==> images/final_congestion.png <==
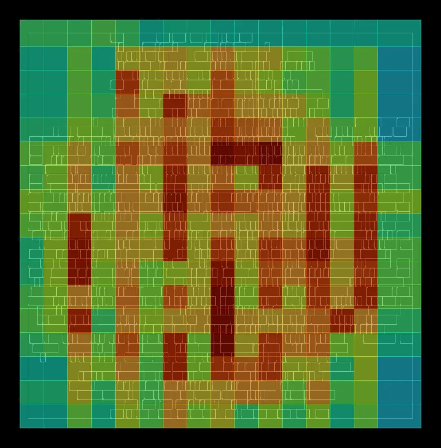
==> images/metal_stack.png <==
Only two layers are drawn.
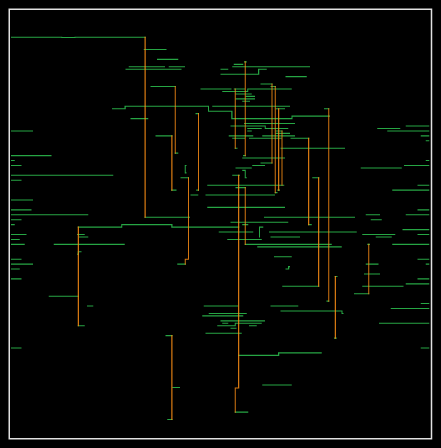
==> images/cell_classes.png <==
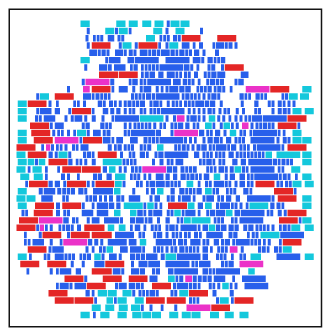
File: src/rtl/quad_decoder_counter_pkg.sv
// Shared definitions for the quadrature decoder: mode encodings, FSM states
// and the forward (count-up) Gray sequence on {A,B}.
package quad_decoder_counter_pkg;

    typedef enum logic [1:0] {
        QD_X1  = 2'b00,
        QD_X2  = 2'b01,
        QD_X4  = 2'b10,
        QD_X4R = 2'b11
    } qd_mode_e;

    typedef enum logic {
        ST_INIT = 1'b0,
        ST_RUN  = 1'b1
    } qd_state_e;

    localparam int unsigned QD_SYNC_STAGES = 2;

    // Up sequence 00 -> 10 -> 11 -> 01 -> 00; down is the reverse.
    function automatic logic [1:0] qd_up_next(input logic [1:0] ab);
        logic [1:0] nxt;
        case (ab)
            2'b00:   nxt = 2'b10;
            2'b10:   nxt = 2'b11;
            2'b11:   nxt = 2'b01;
            default: nxt = 2'b00;
        endcase
        return nxt;
    endfunction

endpackage

File: src/rtl/quad_decoder_counter_if.sv
// Register-file side bus of the quadrature decoder: encoder pins, control
// strobes and the decoded position/status outputs.
interface quad_decoder_counter_if #(
    parameter int unsigned CNT_W = 32
);
    logic             enc_a;
    logic             enc_b;
    logic             enc_i;
    logic [1:0]       mode;
    logic             index_clr_en;
    logic             cnt_load;
    logic [CNT_W-1:0] cnt_load_val;
    logic             err_clr;
    logic [CNT_W-1:0] position;
    logic             dir;
    logic             step;
    logic             err_pulse;
    logic             err;
    logic             ready;

    modport master (
        output enc_a, enc_b, enc_i, mode, index_clr_en,
        output cnt_load, cnt_load_val, err_clr,
        input  position, dir, step, err_pulse, err, ready
    );

    modport slave (
        input  enc_a, enc_b, enc_i, mode, index_clr_en,
        input  cnt_load, cnt_load_val, err_clr,
        output position, dir, step, err_pulse, err, ready
    );
endinterface

File: src/rtl/quad_decoder_counter_filter.sv
// Two-flop synchroniser followed by a stability filter: the output level only
// follows the synced input after FILTER_LEN consecutive differing samples.
module quad_input_filter #(
    parameter int unsigned FILTER_LEN = 4
) (
    input  logic clk,
    input  logic rst,
    input  logic pin_i,
    output logic filt_o,
    output logic filt_nxt_o
);
    localparam int unsigned CW = $clog2(FILTER_LEN + 1);

    logic          sync1_q;
    logic          sync2_q;
    logic          filt_q;
    logic          filt_d;
    logic [CW-1:0] cnt_q;
    logic [CW-1:0] cnt_d;

    always_comb begin
        filt_d = filt_q;
        cnt_d  = '0;
        if (sync2_q != filt_q) begin
            if (cnt_q == CW'(FILTER_LEN - 1)) begin
                filt_d = sync2_q;
            end else begin
                cnt_d = cnt_q + 1'b1;
            end
        end
    end

    always_ff @(posedge clk) begin
        if (rst) begin
            sync1_q <= 1'b0;
            sync2_q <= 1'b0;
            filt_q  <= 1'b0;
            cnt_q   <= '0;
        end else begin
            sync1_q <= pin_i;
            sync2_q <= sync1_q;
            filt_q  <= filt_d;
            cnt_q   <= cnt_d;
        end
    end

    assign filt_o     = filt_q;
    assign filt_nxt_o = filt_d;

endmodule

File: src/rtl/quad_decoder_counter.sv
// Quadrature decoder: filtered A/B/I, x1/x2/x4 edge qualification, signed
// position counter with load / index clear and illegal-transition detection.
module quad_decoder_counter
    import quad_decoder_counter_pkg::*;
#(
    parameter int unsigned CNT_W      = 32,
    parameter int unsigned FILTER_LEN = 4,
    parameter bit          SAT_EN     = 1'b0
) (
    input  logic                   clk,
    input  logic                   rst,
    quad_decoder_counter_if.slave  bus
);
    localparam int unsigned INIT_CYC = QD_SYNC_STAGES + FILTER_LEN;
    localparam int unsigned ICW      = $clog2(INIT_CYC + 1);
    localparam logic [CNT_W-1:0] POS_MAX = {1'b0, {(CNT_W-1){1'b1}}};
    localparam logic [CNT_W-1:0] POS_MIN = {1'b1, {(CNT_W-1){1'b0}}};

    logic fa, fb, fi;
    logic fa_nxt, fb_nxt, fi_nxt;

    quad_input_filter #(.FILTER_LEN(FILTER_LEN)) u_filt_a (
        .clk(clk), .rst(rst), .pin_i(bus.enc_a), .filt_o(fa), .filt_nxt_o(fa_nxt)
    );
    quad_input_filter #(.FILTER_LEN(FILTER_LEN)) u_filt_b (
        .clk(clk), .rst(rst), .pin_i(bus.enc_b), .filt_o(fb), .filt_nxt_o(fb_nxt)
    );
    quad_input_filter #(.FILTER_LEN(FILTER_LEN)) u_filt_i (
        .clk(clk), .rst(rst), .pin_i(bus.enc_i), .filt_o(fi), .filt_nxt_o(fi_nxt)
    );

    qd_state_e        state_q;
    logic [ICW-1:0]   init_cnt_q;
    logic [1:0]       prev_q;
    logic             i_prev_q;
    logic             ready_q;
    logic [CNT_W-1:0] pos_q;
    logic [CNT_W-1:0] pos_d;
    logic             dir_q;
    logic             step_q;
    logic             err_pulse_q;
    logic             err_q;

    logic [1:0] ab_cur;
    logic [1:0] ab_diff;
    logic       running;
    logic       valid_edge;
    logic       illegal;
    logic       step_up;
    logic       a_edge;
    logic       a_rise;
    logic       count_step;
    logic       idx_rise;

    assign ab_cur  = {fa, fb};
    assign ab_diff = prev_q ^ ab_cur;
    assign running = (state_q == ST_RUN);

    always_comb begin
        valid_edge = running && (ab_diff == 2'b01 || ab_diff == 2'b10);
        illegal    = running && (ab_diff == 2'b11);
        step_up    = (qd_up_next(prev_q) == ab_cur);
        a_edge     = ab_diff[1];
        a_rise     = ab_diff[1] & ab_cur[1];
        count_step = 1'b0;
        case (qd_mode_e'(bus.mode))
            // x1 counts one A transition per cycle in either direction.
            QD_X1:   count_step = valid_edge && a_edge && (step_up ? a_rise : !a_rise);
            QD_X2:   count_step = valid_edge && a_edge;
            default: count_step = valid_edge;
        endcase
        idx_rise = running && bus.index_clr_en && fi && !i_prev_q;
    end

    always_comb begin
        pos_d = pos_q;
        if (bus.cnt_load) begin
            pos_d = bus.cnt_load_val;
        end else if (idx_rise) begin
            pos_d = '0;
        end else if (count_step) begin
            if (step_up) begin
                pos_d = (SAT_EN && pos_q == POS_MAX) ? pos_q : pos_q + 1'b1;
            end else begin
                pos_d = (SAT_EN && pos_q == POS_MIN) ? pos_q : pos_q - 1'b1;
            end
        end
    end

    always_ff @(posedge clk) begin
        if (rst) begin
            state_q     <= ST_INIT;
            init_cnt_q  <= '0;
            prev_q      <= '0;
            i_prev_q    <= 1'b0;
            ready_q     <= 1'b0;
            pos_q       <= '0;
            dir_q       <= 1'b0;
            step_q      <= 1'b0;
            err_pulse_q <= 1'b0;
            err_q       <= 1'b0;
        end else begin
            pos_q       <= pos_d;
            step_q      <= count_step;
            err_pulse_q <= illegal;
            err_q       <= illegal | (err_q & ~bus.err_clr);
            if (count_step) begin
                dir_q <= step_up;
            end
            case (state_q)
                ST_INIT: begin
                    // Prime from the filters' next levels so a level accepted on
                    // the last priming cycle is not seen as an edge in RUN.
                    prev_q   <= {fa_nxt, fb_nxt};
                    i_prev_q <= fi_nxt;
                    if (init_cnt_q == ICW'(INIT_CYC - 1)) begin
                        state_q <= ST_RUN;
                        ready_q <= 1'b1;
                    end else begin
                        init_cnt_q <= init_cnt_q + 1'b1;
                    end
                end
                ST_RUN: begin
                    prev_q   <= ab_cur;
                    i_prev_q <= fi;
                end
                default: state_q <= ST_INIT;
            endcase
        end
    end

    assign bus.position  = pos_q;
    assign bus.dir       = dir_q;
    assign bus.step      = step_q;
    assign bus.err_pulse = err_pulse_q;
    assign bus.err       = err_q;
    assign bus.ready     = ready_q;

endmodule

File: src/flat_wrapper.sv
// flat-port wrapper written by rule: the top's interface ports become plain ports
module quad_decoder_counter_flat import quad_decoder_counter_pkg::*;
#(
    parameter int unsigned CNT_W      = 32,
    parameter int unsigned FILTER_LEN = 4,
    parameter bit          SAT_EN     = 1'b0
)
  (clk, rst, bus_enc_a, bus_enc_b, bus_enc_i, bus_mode, bus_index_clr_en, bus_cnt_load, bus_cnt_load_val, bus_err_clr, bus_position, bus_dir, bus_step, bus_err_pulse, bus_err, bus_ready);
  quad_decoder_counter_if #(.CNT_W(CNT_W)) bus_i ();
  input  logic clk;
  input  logic rst;
  input wire logic [$bits(bus_i.enc_a)-1:0] bus_enc_a;
  input wire logic [$bits(bus_i.enc_b)-1:0] bus_enc_b;
  input wire logic [$bits(bus_i.enc_i)-1:0] bus_enc_i;
  input wire logic [$bits(bus_i.mode)-1:0] bus_mode;
  input wire logic [$bits(bus_i.index_clr_en)-1:0] bus_index_clr_en;
  input wire logic [$bits(bus_i.cnt_load)-1:0] bus_cnt_load;
  input wire logic [$bits(bus_i.cnt_load_val)-1:0] bus_cnt_load_val;
  input wire logic [$bits(bus_i.err_clr)-1:0] bus_err_clr;
  output wire logic [$bits(bus_i.position)-1:0] bus_position;
  output wire logic [$bits(bus_i.dir)-1:0] bus_dir;
  output wire logic [$bits(bus_i.step)-1:0] bus_step;
  output wire logic [$bits(bus_i.err_pulse)-1:0] bus_err_pulse;
  output wire logic [$bits(bus_i.err)-1:0] bus_err;
  output wire logic [$bits(bus_i.ready)-1:0] bus_ready;
  assign bus_i.enc_a = bus_enc_a;
  assign bus_i.enc_b = bus_enc_b;
  assign bus_i.enc_i = bus_enc_i;
  assign bus_i.mode = bus_mode;
  assign bus_i.index_clr_en = bus_index_clr_en;
  assign bus_i.cnt_load = bus_cnt_load;
  assign bus_i.cnt_load_val = bus_cnt_load_val;
  assign bus_i.err_clr = bus_err_clr;
  assign bus_position = bus_i.position;
  assign bus_dir = bus_i.dir;
  assign bus_step = bus_i.step;
  assign bus_err_pulse = bus_i.err_pulse;
  assign bus_err = bus_i.err;
  assign bus_ready = bus_i.ready;
  quad_decoder_counter #(.CNT_W(CNT_W), .FILTER_LEN(FILTER_LEN), .SAT_EN(SAT_EN)) u_core (.clk(clk), .rst(rst), .bus(bus_i));
endmodule
File: config.mk
export PLATFORM = sky130hd
export DESIGN_NAME = quad_decoder_counter_flat
export DESIGN_NICKNAME = d
export VERILOG_FILES = /design/src/rtl/quad_decoder_counter_pkg.sv /design/src/rtl/quad_decoder_counter_if.sv /design/src/rtl/quad_decoder_counter_filter.sv /design/src/rtl/quad_decoder_counter.sv /design/src/flat_wrapper.sv
export SDC_FILE = /design/constraint.sdc
export NUM_CORES = 1
export LEC_CHECK = 0
export ABC_AREA = 1
export CORE_AREA = 2 2 114 116
export CTS_CLUSTER_DIAMETER = 100
export DETAILED_ROUTE_END_ITERATION = 10
export DIE_AREA = 0 0 116 118
export PLACE_DENSITY = 0.76
export SLEW_MARGIN = 20
export SYNTH_ARGS = -nofsm -noshare
export SYNTH_HDL_FRONTEND = slang
export SYNTH_HIERARCHICAL = 1
export SYNTH_SLANG_ARGS = --single-unit
File: constraint.sdc
create_clock -name clk -period 2.4 [get_ports clk]
set_input_delay 0.24 -clock clk [delete_from_list [all_inputs] [get_ports clk]]
set_output_delay 0.24 -clock clk [all_outputs]
set_load 0.05 [all_outputs]
==> job_summary.md <==
## Implementation flow summary

| Metric | Value |
|---|---|
| Hold Crit Class | flop to flop |
| Invs w/o clock | roughly 190 |
| Final Skew | 0.008642 ns |
| Most common logic cells in the final layout | nand2_1, inv_1, nor2_1 |
| Pre-Repair DR Iteration Count | 5 |
| # IOs | between 70 and 80 |
| Cells after Synth | around 950 |
| Worst Hold Path EP | u_core/u_filt_b/sync2_q |
| Register share after synthesis | between 20% and 30% |
| Crit path from | u_core/prev_q[0] |
| Gpl congestion | about 0.94 |
| WHS Path Cells | 2 |
| Setup WS pre-CTS | -0.09435 ns |
| Syn Std Cell Area | around 0.0055 mm2 |
| Fa+ha+maj area frac | between 10 and 15% |
| Flops out of synthesis | just over 60 |
| Max VDD drop | between 0.0005 and 0.0006 V |
| Flops | 62 |
| Aoi share | roughly 9.9% |
| Yosys cell count | 953 |
| Share of synthesized registers carrying an async set or reset | 0% |
| Avg Cell Area, Syn | around 5.8 um2 |
| Slowest cell on crit path | ha_1 |
| GR Overflow Total | 0 |
| Max-slew violation count | 0 |
| Chip width | approximately 120 um |
| MaxCap Viol Count | 0 |
| CP Buf/Inv Count | 1 |
| Fraction of area in registers | between 15 and 20% |
| WP data required | ~2.7 ns |
| R2r startpoint | u_core/prev_q[0] |
| NonClk Buf Share | between 15 and 20% |
| Maximum clock path buffer count | 2 |
| Top pwr grp | combinational logic |
| Final antenna-violating net count | 0 |
| Routed wl met3 | around 1.1 mm |
| Routed len/inst | roughly 13 um |
| Via count | ~6.3k |
| CP arrival | between 2 and 3 ns |
| CP Cell Sequence | xor2_2, buf_6, nand2_8, ha_1, nand3_2, nand3_4, nand2_1, nand2_2, nand2_1, nand2_2, nand2_1, nand2_1, o21ai_0, nor2_1, nor2_1 |
| Worst slew pin tran | around 0.52 ns |
| Root buf cell | clkbuf_16 |
| Leak | 3.981 nW |
| Syn nets | ~1.0k |
| DP Area | roughly 0.0066 mm2 |
| Synth-to-Final Area Change | 41.51% |
| Status | finished, final reports clean |
| Diodes inserted | 0 |
| Yosys warning total | 6 |
| Hold_ws | slightly above 0.4 ns |
| Top cells by count | nand2_1, inv_1, nor2_1 |
| Hold-fix buffers at CTS | 0 |
| Sequential power share | around a quarter |
| Comb pwr | ~2.2 mW |
| Commonest flop | dfxtp_1 |
| Final Hold Fails | 0 |
| Slowest stage delay, CP | between 0.4 and 0.5 ns |
| Largest register FFs | 32 |
| Reg area | 0.001245 mm2 |
| Overall Power | approximately 4.6 mW |
| Tapcells | between 150 and 200 |
| RSZ-0062 raised after global routing | yes |
| Signal buffers | ~120 |
| Synth mux share | 0% |
| Clk ins delay skew pair | about 0.35 ns |
| CTS tree | done |
| Die area | between 0.01 and 0.015 mm2 |
| Final Cell Area | slightly below 0.008 mm2 |
| Metal2 WL | 7.908 mm |
| Clock-cell share of area | 3.548% |
| NetSw | 1.933 mW |
| Comb_multi_in | approximately 700 |
| Crit-path most repeated cell | nand2_1 |
| DPL Wire Length | 11.69 mm |
| Chip height | around 120 um |
| Top cell excl fill/tap | nand2_1 |
| CTS sink cnt | between 60 and 70 |
| First-pass GRT wire length | ~25 mm |
| CORE AREA | 0.01241 mm2 |
| Worst R2R Setup Slack | about 0.041 ns |
| CTS buffer count | 9 |
| # setup viols final | 0 |
| Total sequential power | approximately 1.2 mW |
| Crit path max fanout | 8 |
| # DRC | 0 |
| MI comb area | a little over 0.004 mm2 |
| Initial antenna violation count | 0 |
| Simple-Gate Area Share | roughly two fifths |
| Clock group | 1.22 mW |
| Fin cells | between 1k and 1.5k |
| Yosys top cell by instances | nand2_1 |
| Post-CTS resize count | 12 |
| Xor/xnor cell area share of the yosys netlist | 0.7759% |
| Clock transition at path regs | ~0.060 ns |
| Setup bufs post-CTS | 3 |
| Largest class | multi-input combinational cells |
| Rel. slew slack | roughly 65% |
| Cell family with most CP delay | simple AND/OR/NAND/NOR gates |
| R2R depth | 15 |
| Worst setup path end | u_core/bus.position[14] |
| Clock buffer count | 9 |
| Cell type with the largest total area | nand2_1 |
| Post-synth EDFFs | 0 |
| Met1 wire length | approximately 7 mm |
| Main logic family after synthesis | simple AND/OR/NAND/NOR gates |
About final_congestion.png:
met1 Usage GRT: 29.62%
gr usage total: 23.01%
GRT met3 Usage: 4.583%
met2 Use GR: 37.21%
Layout Utilization: 62.50%

About metal_stack.png:
layer	colour	wire length
met3	green	1,140 um
met4	orange	529 um

About cell_classes.png:
class	colour	cells	share of their area
clock drivers and dummy loads	magenta	16	3.6%
flip-flops	red	62	17%
other buffers and delay cells	cyan	122	16%
all other logic	blue	874	64%

No activity file was given, so power comes from the tool's default toggle rates.
